## src/rtl/mem_bist_ctrl.sv

```systemverilog
// Memory BIST controller: writes a selectable pattern to addresses 0..DEPTH-1, reads it
// back through an RD_LATENCY-deep checker pipe, and counts mismatches.
module mem_bist_ctrl #(
    parameter int ADDR_WIDTH = 18,
    parameter int DATA_WIDTH = 32,
    parameter int DEPTH      = 2**ADDR_WIDTH,
    parameter int RD_LATENCY = 1
) (
    input  logic                  clk,
    input  logic                  rst_n,
    input  logic                  start,
    input  logic                  abort,
    input  logic [1:0]            pattern,
    input  logic                  loop,
    output logic                  busy,
    output logic                  done,
    output logic                  pass,
    output logic [15:0]           err_cnt,
    output logic [ADDR_WIDTH-1:0] first_err_addr,
    output logic                  wr_en,
    output logic [ADDR_WIDTH-1:0] wr_addr,
    output logic [DATA_WIDTH-1:0] wr_data,
    output logic                  rd_en,
    output logic [ADDR_WIDTH-1:0] rd_addr,
    input  logic [DATA_WIDTH-1:0] rd_data
);

    typedef enum logic [2:0] {S_IDLE, S_WRITE, S_READ, S_DRAIN, S_DONE} state_e;

    localparam logic [ADDR_WIDTH-1:0] LAST_ADDR  = ADDR_WIDTH'(DEPTH - 1);
    localparam logic [1:0]            LAST_DRAIN = 2'(RD_LATENCY - 1);

    function automatic logic [DATA_WIDTH-1:0] pattern_data(input logic [1:0]            pat,
                                                           input logic [ADDR_WIDTH-1:0] a);
        logic [DATA_WIDTH-1:0] a_ext;
        logic [DATA_WIDTH-1:0] cboard;
        a_ext = DATA_WIDTH'(a);
        for (int i = 0; i < DATA_WIDTH; i++) cboard[i] = (i % 2 == 1);
        case (pat)
            2'd0:    pattern_data = a_ext;
            2'd1:    pattern_data = ~a_ext;
            2'd2:    pattern_data = a[0] ? ~cboard : cboard;
            default: pattern_data = '1;
        endcase
    endfunction

    state_e                  state_q, state_d;
    logic [ADDR_WIDTH-1:0]   addr_q, addr_d;
    logic [1:0]              drain_q, drain_d;
    logic [1:0]              pat_q, pat_d;
    logic                    busy_q, busy_d;
    logic                    done_q, done_d;
    logic                    pass_q, pass_d;
    logic [15:0]             err_cnt_q, err_cnt_d;
    logic [ADDR_WIDTH-1:0]   first_err_q, first_err_d;
    logic                    err_seen_q, err_seen_d;
    logic                    wr_en_q, wr_en_d;
    logic [ADDR_WIDTH-1:0]   wr_addr_q, wr_addr_d;
    logic [DATA_WIDTH-1:0]   wr_data_q, wr_data_d;
    logic                    rd_en_q, rd_en_d;
    logic [ADDR_WIDTH-1:0]   rd_addr_q, rd_addr_d;
    logic [RD_LATENCY-1:0]   pipe_vld_q, pipe_vld_d;
    logic [DATA_WIDTH-1:0]   pipe_exp_q  [RD_LATENCY];
    logic [DATA_WIDTH-1:0]   pipe_exp_d  [RD_LATENCY];
    logic [ADDR_WIDTH-1:0]   pipe_addr_q [RD_LATENCY];
    logic [ADDR_WIDTH-1:0]   pipe_addr_d [RD_LATENCY];

    logic start_hit, abort_hit, last_addr, mismatch;

    assign start_hit = (state_q == S_IDLE) && start;
    assign abort_hit = (state_q != S_IDLE) && abort;
    assign last_addr = (addr_q == LAST_ADDR);

    // NOTE: state and outputs update with non-blocking assignments so every flop samples
    // pre-edge values; blocking here would create order-dependent races between flops.
    // NOTE: the checker delay line is reset alongside the control flops so no stale read
    // can be compared after reset; it is a few registers, not a RAM.
    always_ff @(posedge clk or negedge rst_n) begin
        if (!rst_n) begin
            state_q     <= S_IDLE;
            addr_q      <= '0;
            drain_q     <= '0;
            pat_q       <= '0;
            busy_q      <= 1'b0;
            done_q      <= 1'b0;
            pass_q      <= 1'b0;
            err_cnt_q   <= '0;
            first_err_q <= '0;
            err_seen_q  <= 1'b0;
            wr_en_q     <= 1'b0;
            wr_addr_q   <= '0;
            wr_data_q   <= '0;
            rd_en_q     <= 1'b0;
            rd_addr_q   <= '0;
            pipe_vld_q  <= '0;
            for (int i = 0; i < RD_LATENCY; i++) begin
                pipe_exp_q[i]  <= '0;
                pipe_addr_q[i] <= '0;
            end
        end else begin
            state_q     <= state_d;
            addr_q      <= addr_d;
            drain_q     <= drain_d;
            pat_q       <= pat_d;
            busy_q      <= busy_d;
            done_q      <= done_d;
            pass_q      <= pass_d;
            err_cnt_q   <= err_cnt_d;
            first_err_q <= first_err_d;
            err_seen_q  <= err_seen_d;
            wr_en_q     <= wr_en_d;
            wr_addr_q   <= wr_addr_d;
            wr_data_q   <= wr_data_d;
            rd_en_q     <= rd_en_d;
            rd_addr_q   <= rd_addr_d;
            pipe_vld_q  <= pipe_vld_d;
            pipe_exp_q  <= pipe_exp_d;
            pipe_addr_q <= pipe_addr_d;
        end
    end

    // NOTE: every signal gets a default before the case so no path leaves it unassigned,
    // which would otherwise infer a latch.
    always_comb begin
        state_d = state_q;
        addr_d  = addr_q;
        drain_d = drain_q;
        pat_d   = pat_q;
        case (state_q)
            S_IDLE: if (start) begin
                state_d = S_WRITE;
                addr_d  = '0;
                pat_d   = pattern;
            end
            S_WRITE: begin
                addr_d = last_addr ? '0 : addr_q + ADDR_WIDTH'(1);
                if (last_addr) state_d = S_READ;
            end
            S_READ: begin
                addr_d = last_addr ? '0 : addr_q + ADDR_WIDTH'(1);
                if (last_addr) begin
                    state_d = S_DRAIN;
                    drain_d = '0;
                end
            end
            S_DRAIN: begin
                drain_d = drain_q + 2'd1;
                if (drain_q == LAST_DRAIN) state_d = S_DONE;
            end
            S_DONE: begin
                if (loop) begin
                    state_d = S_WRITE;
                    addr_d  = '0;
                    pat_d   = pat_q + 2'd1;
                end else begin
                    state_d = S_IDLE;
                end
            end
            default: state_d = S_IDLE;
        endcase
        if (abort_hit) begin
            state_d = S_IDLE;
            addr_d  = '0;
        end
    end

    // Outputs are registered from the next state, so strobes line up with the state itself.
    // Anything not yet compared when abort lands is discarded and err_cnt holds.
    always_comb begin
        busy_d    = (state_d != S_IDLE);
        done_d    = (state_d == S_DONE);
        wr_en_d   = (state_d == S_WRITE);
        wr_addr_d = wr_en_d ? addr_d : '0;
        wr_data_d = wr_en_d ? pattern_data(pat_d, addr_d) : '0;
        rd_en_d   = (state_d == S_READ);
        rd_addr_d = rd_en_d ? addr_d : '0;

        pipe_vld_d     = '0;
        pipe_exp_d     = pipe_exp_q;
        pipe_addr_d    = pipe_addr_q;
        pipe_exp_d[0]  = pattern_data(pat_q, rd_addr_q);
        pipe_addr_d[0] = rd_addr_q;
        if (!abort_hit) pipe_vld_d[0] = rd_en_q;
        for (int i = 1; i < RD_LATENCY; i++) begin
            if (!abort_hit) pipe_vld_d[i] = pipe_vld_q[i-1];
            pipe_exp_d[i]  = pipe_exp_q[i-1];
            pipe_addr_d[i] = pipe_addr_q[i-1];
        end

        mismatch = pipe_vld_q[RD_LATENCY-1] && !abort_hit &&
                   (rd_data != pipe_exp_q[RD_LATENCY-1]);

        err_cnt_d   = err_cnt_q;
        first_err_d = first_err_q;
        err_seen_d  = err_seen_q;
        pass_d      = pass_q;
        if (start_hit) begin
            err_cnt_d   = '0;
            first_err_d = '0;
            err_seen_d  = 1'b0;
            pass_d      = 1'b0;
        end else if (mismatch) begin
            if (err_cnt_q != 16'hFFFF) err_cnt_d = err_cnt_q + 16'd1;
            if (!err_seen_q) begin
                first_err_d = pipe_addr_q[RD_LATENCY-1];
                err_seen_d  = 1'b1;
            end
        end
        if (state_d == S_DONE) pass_d = (err_cnt_d == 16'd0);
    end

    assign busy           = busy_q;
    assign done           = done_q;
    assign pass           = pass_q;
    assign err_cnt        = err_cnt_q;
    assign first_err_addr = first_err_q;
    assign wr_en          = wr_en_q;
    assign wr_addr        = wr_addr_q;
    assign wr_data        = wr_data_q;
    assign rd_en          = rd_en_q;
    assign rd_addr        = rd_addr_q;

endmodule

```

## config.mk

```make
export PLATFORM = sky130hd
export DESIGN_NAME = mem_bist_ctrl
export DESIGN_NICKNAME = d
export VERILOG_FILES = /design/src/rtl/mem_bist_ctrl.sv
export SDC_FILE = /design/constraint.sdc
export NUM_CORES = 1
export LEC_CHECK = 0
export CAP_MARGIN = 5
export CORE_MARGIN = 2
export CORE_UTILIZATION = 56
export CTS_CLUSTER_SIZE = 14
export DETAILED_ROUTE_END_ITERATION = 7
export GPL_TIMING_DRIVEN = 0
export PLACE_DENSITY = 0.9
export SLEW_MARGIN = 10
export SYNTH_ARGS = -nofsm -noshare
export SYNTH_HDL_FRONTEND = slang
export SYNTH_SLANG_ARGS = --single-unit
```

## constraint.sdc

```tcl
create_clock -name clk -period 6.7 [get_ports clk]
set_input_delay 1.005 -clock clk [delete_from_list [all_inputs] [get_ports clk]]
set_output_delay 1.005 -clock clk [all_outputs]
set_load 0.02 [all_outputs]
```

==> run summary, run 1 <==
run results: DR WL met3 1.223 mm, ANT nets after route 0, worst slack at placement 2.166 ns, sw power 0.7581 mW, Comb power frac 0.231, total CTS buffers 17, worst path arrival time 4.40 ns, Repair and plain buffers 191, initial antenna violation count 0, reg2reg setup slack 3.12 ns, top cells by count, synth 160 x dfrtp_1, 92 x nor2_1, 57 x nand2_1, CP Data Required Time 6.99 ns, postcts setup bufs 0, most frequent cells in the layout 160 x dfrtp_1, 144 x clkdlybuf4s50_1, 92 x nor2_1, Switching Fraction 0.2979, leakage power 4.217 nW, Mux area share 0.05755, top power group registers, placed cell count 1025, total gr overflow 0, status completed, CP Class in2reg, number of fill cells 886, Signal buf overhead 0.1814, biggest area cells dfrtp_1 54%, mux2i_1 5.4%, nor2_1 4.7%, nand2_1 2.9%, xor2_1 2.6%, crit path from rd_data[19], Worst path max stage delay 0.66 ns, final setup fails 0, drt total wl 20.20 mm, Logic inverters 36, Slew Limit Headroom 0.4094, area grow syn2layout 30.10%, clk latency late pin 0.42 ns, I/O pins 146, crit path capture first_err_addr[6], Worst path most repeated cell nor2_1, die area 14050 µm², WHS Endpoint pipe_addr_q[10], Final Hold Viols 0, measured slew at the worst slew-check pin 0.8799 ns, PortBufs 145, Die Height 118.6 µm, xor+xnor area frac 0.02980, uppermost layer routed met4
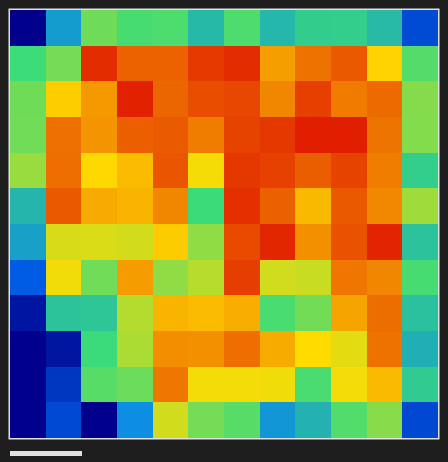
Fig. 1. Placement density heat map (run 1).
Bar = 20 µm. The die is cut into 12 by 12 equal tiles; dark blue is low, red is high, 0 to 100% covered.
49% of the tiles are over 75% full. 3.5% of the tiles are nearly empty. The emptiest ninth of the die: south-west.

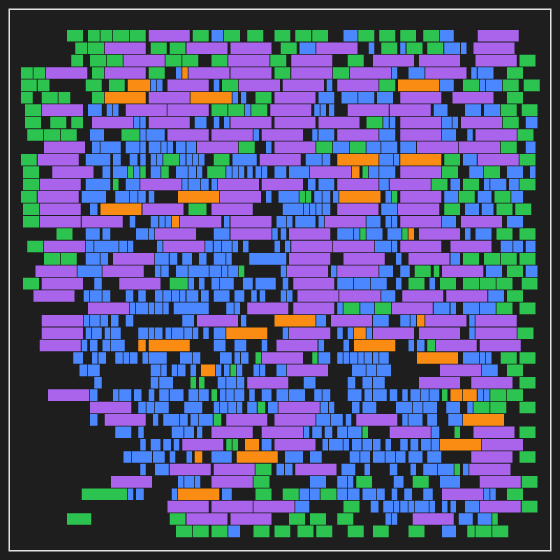
Fig. 2. Placed cells, one color a class (run 1).
Key: sequential cells = purple [cells 160]; combinational and other logic = blue [cells 502]; clock drivers and dummy loads = orange [cells 30]; remaining buffers and delay cells = green [cells 191]

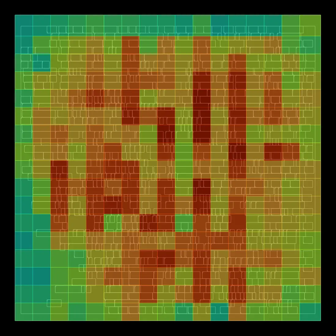
Fig. 3. Routing congestion (run 1).
met3 usage: 0.05695
met1 usage: 0.3825

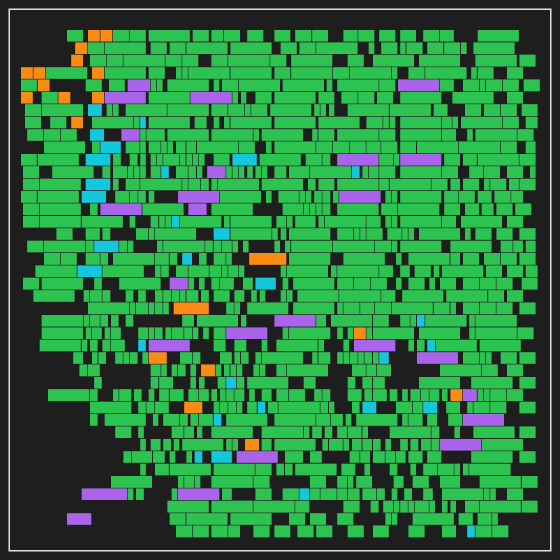
Fig. 4. Cell sizes after repair (run 1).
Key: _6 and larger = purple [cells 25, share 2.8%]; _2 cells = cyan [cells 29, share 3.3%]; _0 and _1 cells = green [cells 809, share 92%]; _3 and _4 cells = orange [cells 20, share 2.3%]

Fig. 5: run 1, wiring heat map
Bar = 20 µm. The die is cut into 24 by 24 equal tiles; dark blue is low, red is high, scaled to the fullest tile. Values are wire area over tile area, all layers added.
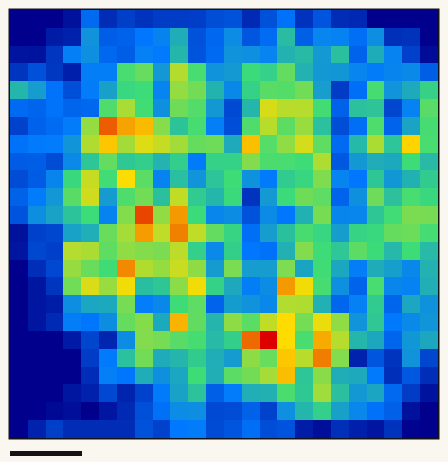

--- run 2 (diff from run 1) ---
Settings changed: CORE_UTILIZATION 56 to 47, PLACE_DENSITY 0.9 to 0.81.
Clock period 6.7 ns to 3.7 ns, I/O delays scaled along.
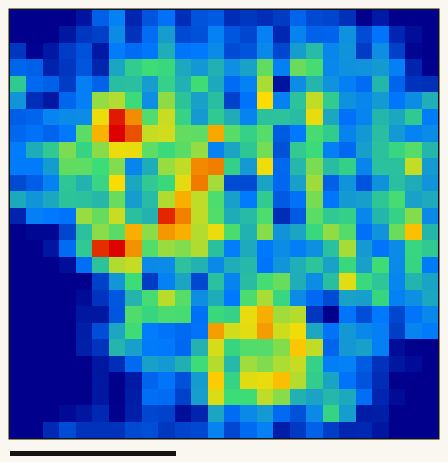
Fig. 6. Wiring heat map (run 2).
Bar = 50 µm. The die is cut into 26 by 26 equal tiles; dark blue is low, red is high, scaled to the fullest tile. Values are wire area over tile area, all layers added.
21% of the tiles are over half the peak. The emptiest ninth of the die: south-west. The densest ninth of the die: center. The mean over all tiles is 0.19.

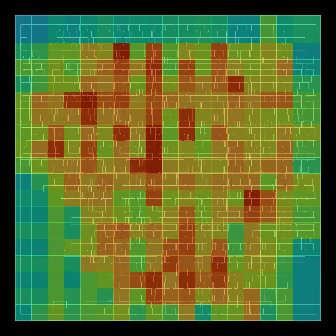
Fig. 7. Routing congestion (run 2).
GRT Total Usage: 0.2384
met3 usage: 0.05491
met1 usage: 0.3224

==> run 2 against run 1 <==
- via count is 2.4% lower
- utilization is 12 points lower
- first-iteration DRC count is 21% lower
- die area is 18% higher
- clock-buffer cell count is 1 lower
- worst hold slack worse by 0.44 ns
- global-route usage is 5.8 points lower
- combinational power is 77% higher
- register-to-register slack worse by 2.9 ns
- area after synthesis stayed put
- largest cell class unchanged
==> run summary, run 2 <==
run results: status completed, biggest area cells dfrtp_1 54%, mux2i_1 5.4%, nor2_1 4.7%, nand2_1 2.9%, xor2_1 2.6%, Logic inverters 36, sequential group share of total power 0.426, reg2reg setup slack 0.25 ns, crit path from rd_data[19], Worst path max stage delay 0.53 ns, register area 4004 µm², largest combinational cell category by area simple AND/OR/NAND/NOR gates, clock power share 0.353, CP Class in2reg, CTS Hold Bufs 0, CP endpoint kind flip-flop, Post-Place Cell Area 9096 µm², fin crit period 3.539 ns, #FFs+latches synth 160, worst path arrival time 3.90 ns, clk latency late pin 0.44 ns, post-DP HPWL 13.97 mm, crit share post-route 0.9564, top power group registers, uppermost layer routed met4, Fin Hold WS 0.0004819 ns, Finished Cell Area 9669 µm², tool warnings 31, Simple-Gate Fraction of Synth Area 0.1851, placed cell count 1064, xor+xnor area frac 0.02980, Signal buf overhead 0.1793, area grow syn2layout 31.59%, die area 16650 µm², Max IR drop VDD 0.4111 mV, drt total wl 19.15 mm, Repair and plain buffers 191, DR WL met3 1.228 mm, first-pass GRT wire length 30.23 mm, Comb power frac 0.221, leakage power 4.227 nW, ANT nets after route 0, measured slew at the worst slew-check pin 0.8353 ns, worst slack at placement -0.4307 ns, final setup fails 0, Mux area share 0.05755, P_seq 2.01 mW, Final Hold Viols 0, crit path capture pass, PortBufs 145, sw power 1.413 mW, Slew Limit Headroom 0.4394, I/O pins 146, M1 WL 8.267 mm, leading area contributor after synthesis dfrtp_1, Die Height 129.0 µm, total CTS buffers 17, Setup TNS 0 ns, postcts setup bufs 0, vias in the first global route 5640, DR DRC count 0, Switching Fraction 0.2992, most frequent cells in the layout 160 x dfrtp_1, 144 x clkdlybuf4s50_1, 91 x nor2_1, Post-Syn Instances 707, number of fill cells 1210, max_cap viols 0, GR Util met2 0.3797, initial antenna violation count 0, Post-Syn Area per Cell 10.39 µm², total gr overflow 0, CP Data Required Time 4.06 ns, met2 wire length 9.245 mm, top cells by count, synth 160 x dfrtp_1, 92 x nor2_1, 57 x nand2_1
No activity file was given, so power comes from the tool's default toggle rates.
